Figure 1. M1 wires.
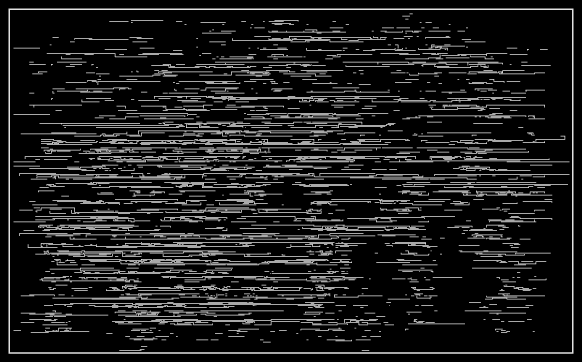
Figure 2. Metal 2.
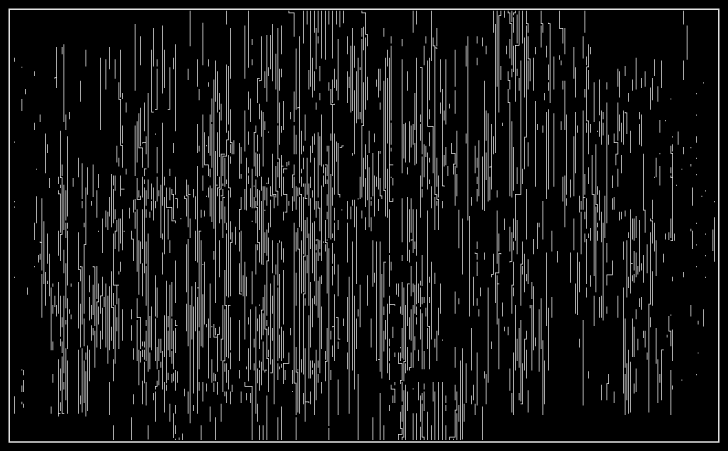
Figure 3. Metal 3.
Scale bar: 50 um. Cells faint in the background.
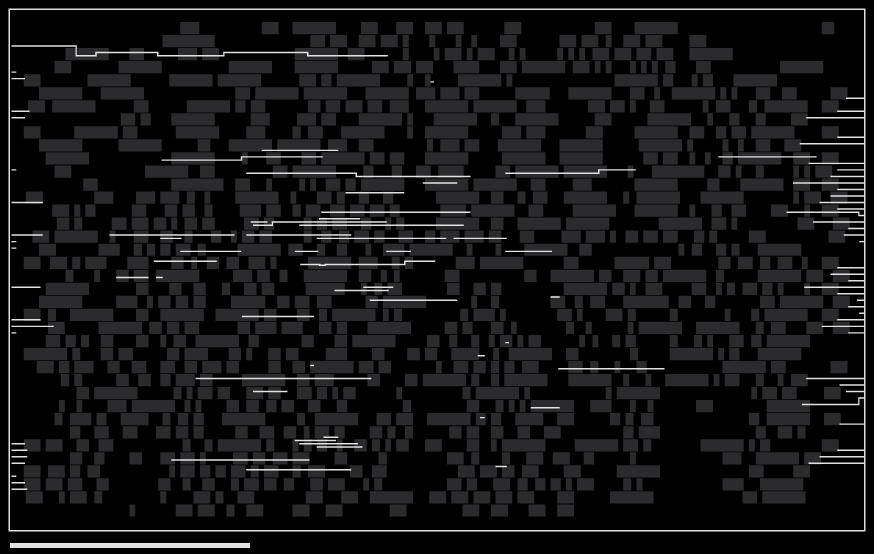
$ cat src/rtl/rx_frame_sched_pkg.sv
// Shared definitions for the Rx frame ring read-side scheduler.
package rx_frame_sched_pkg;

    // Scheduler states
    typedef enum logic [2:0] {
        StIdle,
        StHdrW1,
        StHdrW2,
        StHdrCap,
        StReq,
        StWait,
        StCommit,
        StNotify
    } sched_state_e;

    // Byte count field inside the 64-bit frame header word
    localparam int unsigned HDR_BYTES_MSB = 63;
    localparam int unsigned HDR_BYTES_LSB = 32;

    // Largest legal frame byte count
    localparam int unsigned HDR_MAX_BYTES = 9600;

    // Strobe timing after a commit: quiet cycles, then strobe-high cycles
    localparam int unsigned NOTIFY_GAP = 2;
    localparam int unsigned NOTIFY_LEN = 4;

    // Payload length in qwords, evaluated at 16-bit width
    function automatic logic [15:0] bytes_to_qwords(input logic [31:0] bytes);
        logic [15:0] sum;
        sum = bytes[15:0] + 16'd7;
        return sum >> 3;
    endfunction

endpackage

$ cat src/rtl/rx_frame_sched_ptr_sync.sv
// Two-flop synchronizer for a multi-bit pointer; the output only loads when
// two consecutive samples agree, so skewed bit transitions are never taken.
module ptr_sync_stable #(
    parameter int unsigned W = 10
) (
    input  logic         clk,
    input  logic         reset_n,
    input  logic [W-1:0] ptr_i,
    output logic [W-1:0] ptr_o
);

    logic [W-1:0] s0_q, s1_q, ptr_q;

    // Sample chain plus equal-sample load of the stable pointer
    always_ff @(posedge clk or negedge reset_n) begin
        if (!reset_n) begin
            s0_q  <= '0;
            s1_q  <= '0;
            ptr_q <= '0;
        end else begin
            s0_q <= ptr_i;
            s1_q <= s0_q;
            if (s1_q == s0_q) begin
                ptr_q <= s1_q;
            end
        end
    end

    assign ptr_o = ptr_q;

endmodule

$ cat src/rtl/rx_frame_sched.sv
// Read-side scheduler for the Rx frame ring: fetches frame headers, splits
// payload into DMA bursts and frees ring space once a frame is transferred.
module rx_frame_sched
    import rx_frame_sched_pkg::*;
#(
    parameter int unsigned AW        = 10,
    parameter int unsigned MAX_BURST = 16,
    parameter int unsigned MAX_BYTES = HDR_MAX_BYTES
) (
    input  logic          clk,
    input  logic          reset_n,
    input  logic [AW-1:0] commited_wr_address,
    output logic [AW-1:0] rd_addr,
    input  logic [63:0]   rd_data,
    input  logic [AW-1:0] dma_rd_addr,
    output logic          dma_req,
    output logic [AW-1:0] dma_addr,
    output logic [6:0]    dma_qwords,
    input  logic          dma_ack,
    input  logic          dma_done,
    input  logic          enable,
    output logic [AW-1:0] commited_rd_address,
    output logic          rd_addr_updated,
    output logic          hdr_err,
    output logic [31:0]   frames_sent
);

    localparam int unsigned NotifyLast = NOTIFY_GAP + NOTIFY_LEN - 1;

    sched_state_e  state_q, state_d;
    logic [AW-1:0] wr_ptr;
    logic [AW-1:0] ptr_q, ptr_d;
    logic [15:0]   rem_q, rem_d;
    logic [AW-1:0] next_rd_q, next_rd_d;
    logic [AW-1:0] rd_ptr_q, rd_ptr_d;
    logic          hdr_err_q, hdr_err_d;
    logic [31:0]   frames_q, frames_d;
    logic          flush_q, flush_d;
    logic [2:0]    ntf_cnt_q, ntf_cnt_d;

    logic [31:0]   hdr_bytes;
    logic          hdr_legal;
    logic [15:0]   hdr_qw;
    logic [6:0]    burst_qw;
    logic          frame_avail;
    logic          unused_rd_bits;

    ptr_sync_stable #(
        .W (AW)
    ) u_wr_sync (
        .clk     (clk),
        .reset_n (reset_n),
        .ptr_i   (commited_wr_address),
        .ptr_o   (wr_ptr)
    );

    assign hdr_bytes      = rd_data[HDR_BYTES_MSB:HDR_BYTES_LSB];
    assign hdr_legal      = (hdr_bytes != 32'd0) && (hdr_bytes <= 32'(MAX_BYTES));
    assign hdr_qw         = bytes_to_qwords(hdr_bytes);
    assign frame_avail    = (wr_ptr != rd_ptr_q) && enable;
    assign unused_rd_bits = ^rd_data[HDR_BYTES_LSB-1:0];

    // Current burst size: remaining qwords clipped to the burst limit
    always_comb begin
        burst_qw = rem_q[6:0];
        if (rem_q > 16'(MAX_BURST)) begin
            burst_qw = 7'(MAX_BURST);
        end
    end

    // State and datapath registers
    always_ff @(posedge clk or negedge reset_n) begin
        if (!reset_n) begin
            state_q   <= StIdle;
            ptr_q     <= '0;
            rem_q     <= '0;
            next_rd_q <= '0;
            rd_ptr_q  <= '0;
            hdr_err_q <= 1'b0;
            frames_q  <= '0;
            flush_q   <= 1'b0;
            ntf_cnt_q <= '0;
        end else begin
            state_q   <= state_d;
            ptr_q     <= ptr_d;
            rem_q     <= rem_d;
            next_rd_q <= next_rd_d;
            rd_ptr_q  <= rd_ptr_d;
            hdr_err_q <= hdr_err_d;
            frames_q  <= frames_d;
            flush_q   <= flush_d;
            ntf_cnt_q <= ntf_cnt_d;
        end
    end

    // Next-state logic: header fetch, burst issue, commit and notify
    always_comb begin
        state_d   = state_q;
        ptr_d     = ptr_q;
        rem_d     = rem_q;
        next_rd_d = next_rd_q;
        rd_ptr_d  = rd_ptr_q;
        hdr_err_d = hdr_err_q;
        frames_d  = frames_q;
        flush_d   = flush_q;
        ntf_cnt_d = ntf_cnt_q;

        case (state_q)
            StIdle: begin
                if (frame_avail) begin
                    flush_d = 1'b0;
                    state_d = StHdrW1;
                end
            end
            StHdrW1: state_d = StHdrW2;
            StHdrW2: state_d = StHdrCap;
            StHdrCap: begin
                if (hdr_legal) begin
                    rem_d   = hdr_qw;
                    ptr_d   = rd_ptr_q + AW'(1);
                    state_d = StReq;
                end else begin
                    // Corrupt header: drop everything the writer has committed
                    hdr_err_d = 1'b1;
                    next_rd_d = wr_ptr;
                    flush_d   = 1'b1;
                    state_d   = StCommit;
                end
            end
            StReq: begin
                if (dma_ack) begin
                    state_d = StWait;
                end
            end
            StWait: begin
                if (dma_done) begin
                    ptr_d = ptr_q + AW'(burst_qw);
                    rem_d = rem_q - 16'(burst_qw);
                    if (rem_q == 16'(burst_qw)) begin
                        next_rd_d = ptr_q + AW'(burst_qw);
                        state_d   = StCommit;
                    end else begin
                        state_d = StReq;
                    end
                end
            end
            StCommit: begin
                rd_ptr_d = next_rd_q;
                if (!flush_q) begin
                    frames_d = frames_q + 32'd1;
                end
                ntf_cnt_d = '0;
                state_d   = StNotify;
            end
            StNotify: begin
                ntf_cnt_d = ntf_cnt_q + 3'd1;
                if (ntf_cnt_q == 3'(NotifyLast)) begin
                    state_d = StIdle;
                end
            end
            default: state_d = StIdle;
        endcase
    end

    // Outputs; the DMA engine owns the read port while a frame is in flight
    always_comb begin
        rd_addr = rd_ptr_q;
        if (state_q == StReq || state_q == StWait) begin
            rd_addr = dma_rd_addr;
        end
        dma_req             = (state_q == StReq);
        dma_addr            = ptr_q;
        dma_qwords          = burst_qw;
        commited_rd_address = rd_ptr_q;
        rd_addr_updated     = (state_q == StNotify) && (ntf_cnt_q >= 3'(NOTIFY_GAP));
        hdr_err             = hdr_err_q;
        frames_sent         = frames_q;
    end

endmodule

$ cat config.mk
export PLATFORM = sky130hd
export DESIGN_NAME = rx_frame_sched
export DESIGN_NICKNAME = d
export VERILOG_FILES = /design/src/rtl/rx_frame_sched_pkg.sv /design/src/rtl/rx_frame_sched_ptr_sync.sv /design/src/rtl/rx_frame_sched.sv
export SDC_FILE = /design/constraint.sdc
export NUM_CORES = 1
export LEC_CHECK = 0
export CELL_PAD_IN_SITES_DETAIL_PLACEMENT = 1
export CELL_PAD_IN_SITES_GLOBAL_PLACEMENT = 1
export CORE_ASPECT_RATIO = 0.6
export CORE_MARGIN = 2
export CORE_UTILIZATION = 34
export CTS_CLUSTER_DIAMETER = 150
export DETAILED_ROUTE_END_ITERATION = 12
export PLACE_DENSITY_LB_ADDON = 0.1
export SLEW_MARGIN = 25
export SYNTH_ARGS = -nofsm -noshare
export SYNTH_HDL_FRONTEND = slang
export SYNTH_SLANG_ARGS = --single-unit
$ cat constraint.sdc
create_clock -name clk -period 2.9 [get_ports clk]
set_input_delay 0.58 -clock clk [delete_from_list [all_inputs] [get_ports clk]]
set_output_delay 0.58 -clock clk [all_outputs]
set_load 0.01 [all_outputs]
==> flow_metrics.py <==
# Auto-generated metrics
metrics = {
    "layout": {
        "clk_share_pct": 6.66,
        "stdcell_area_sq_um": 9040,
        "final_cell_mix": "125 x clkdlybuf4s50_1, 115 x dfrtp_1, 84 x nand2_1",
        "comb_cells": 477,
        "lay_top_count": "clkdlybuf4s50_1",
        "n_clock_buffer": 17,
        "ff_count": 116,
        "final_util_pct": 50.4,
        "register_area_sq_um": 2900,
        "num-nonclk-inverters": 7,
    },
    "critical_path": {
        "crit_family": "buffers and inverters",
        "crit_end": "dma_qwords[3]",
        "crit_path_start_kind": "flip-flop",
        "cp_cell_sequence": "o41ai_2 -> buf_4 -> and3_2 -> buf_4 -> clkdlybuf4s50_1",
        "critical_path_required_ns": 2.32,
        "crit_path_start": "rem_q[1]$_DFFE_PN0P_",
    },
    "pwr": {
        "p_comb_share_pct": 43.5,
        "total_power_uw": 8440,
        "leakage_uw": 0.00389,
    },
    "sta": {
        "finalHoldViolations": 0,
        "rsz0062_at_grt": "yes",
        "clock_skew_ns": 0.0102,
        "hold-worst-slack_ns": 0.181,
        "period_needed_ns": 2.87,
    },
    "clocking": {
        "hold_buffers": 0,
        "clockRootBuffer": "clkbuf_16",
        "ctsResizeCount": 14,
    },
    "status": {
        "status": "completed",
    },
    "yosys": {
        "yosysWarningCount": 0,
        "synthTopLogicFamily": "simple AND/OR/NAND/NOR gates",
        "netlist_area_sq_um": 6190,
        "async_reset_ff_share_pct": 100,
        "top_cells_by_count": "116 x dfrtp_1, 84 x nand2_1, 46 x xnor2_1",
    },
    "grt": {
        "grt_max_degree": 56,
        "grtUsageTotal_pct": 22.5,
    },
    "floorplanning": {
        "initCoreUtil_pct": 34.5,
    },
    "placed_design": {
        "place_ws_ns": -0.193,
    },
    "worst_hold_path": {
        "hold_class": "in2async",
    },
}
Back to the opening pictures, Figure 1:
longest straight run	51.1 um
share of all routed wire	48%

Back to the opening pictures, Figure 2:
nets with wire on the layer	822
share of all routed wire	46%

Back to the opening pictures, Figure 3:
longest straight run	36.3 um
main direction	horizontal
wire length on this layer	1050 um
routed via count: 5703
Post-Route WL: 21000 um

==> per-layer routing <==
metal | track usage, % | vias to the layer above | wire length, um
met5 | 0 | - | 0
met4 | 6.10 | 0 | 209
met3 | 3.80 | 19 | 1050
met2 | 35.0 | 144 | 9600
met1 | 32.5 | 2877 | 10200
li1 | - | 2663 | -
==> registers in the layout, summed over array words and instances (netlist names), 3 cells and up <==
name                 count
commited_rd_address     10
dma_addr                10
frames_sent             32
next_rd_q               10
ntf_cnt_q                3
rem_q                   16
state_q                  3
u_wr_sync.ptr_o         10
u_wr_sync.s0_q          10
u_wr_sync.s1_q          10
==> power by group through the flow <==
stage,Combinational [uW],Clock (uW),Sequential (uW)
floorplan,1880,0,2430
CTS,3550,2230,2570
detailed placement,3480,0,2570
global placement,3350,0,2540
global route,3990,2300,2650
finish,3670,2180,2590
No activity file was given, so power comes from the tool's default toggle rates.
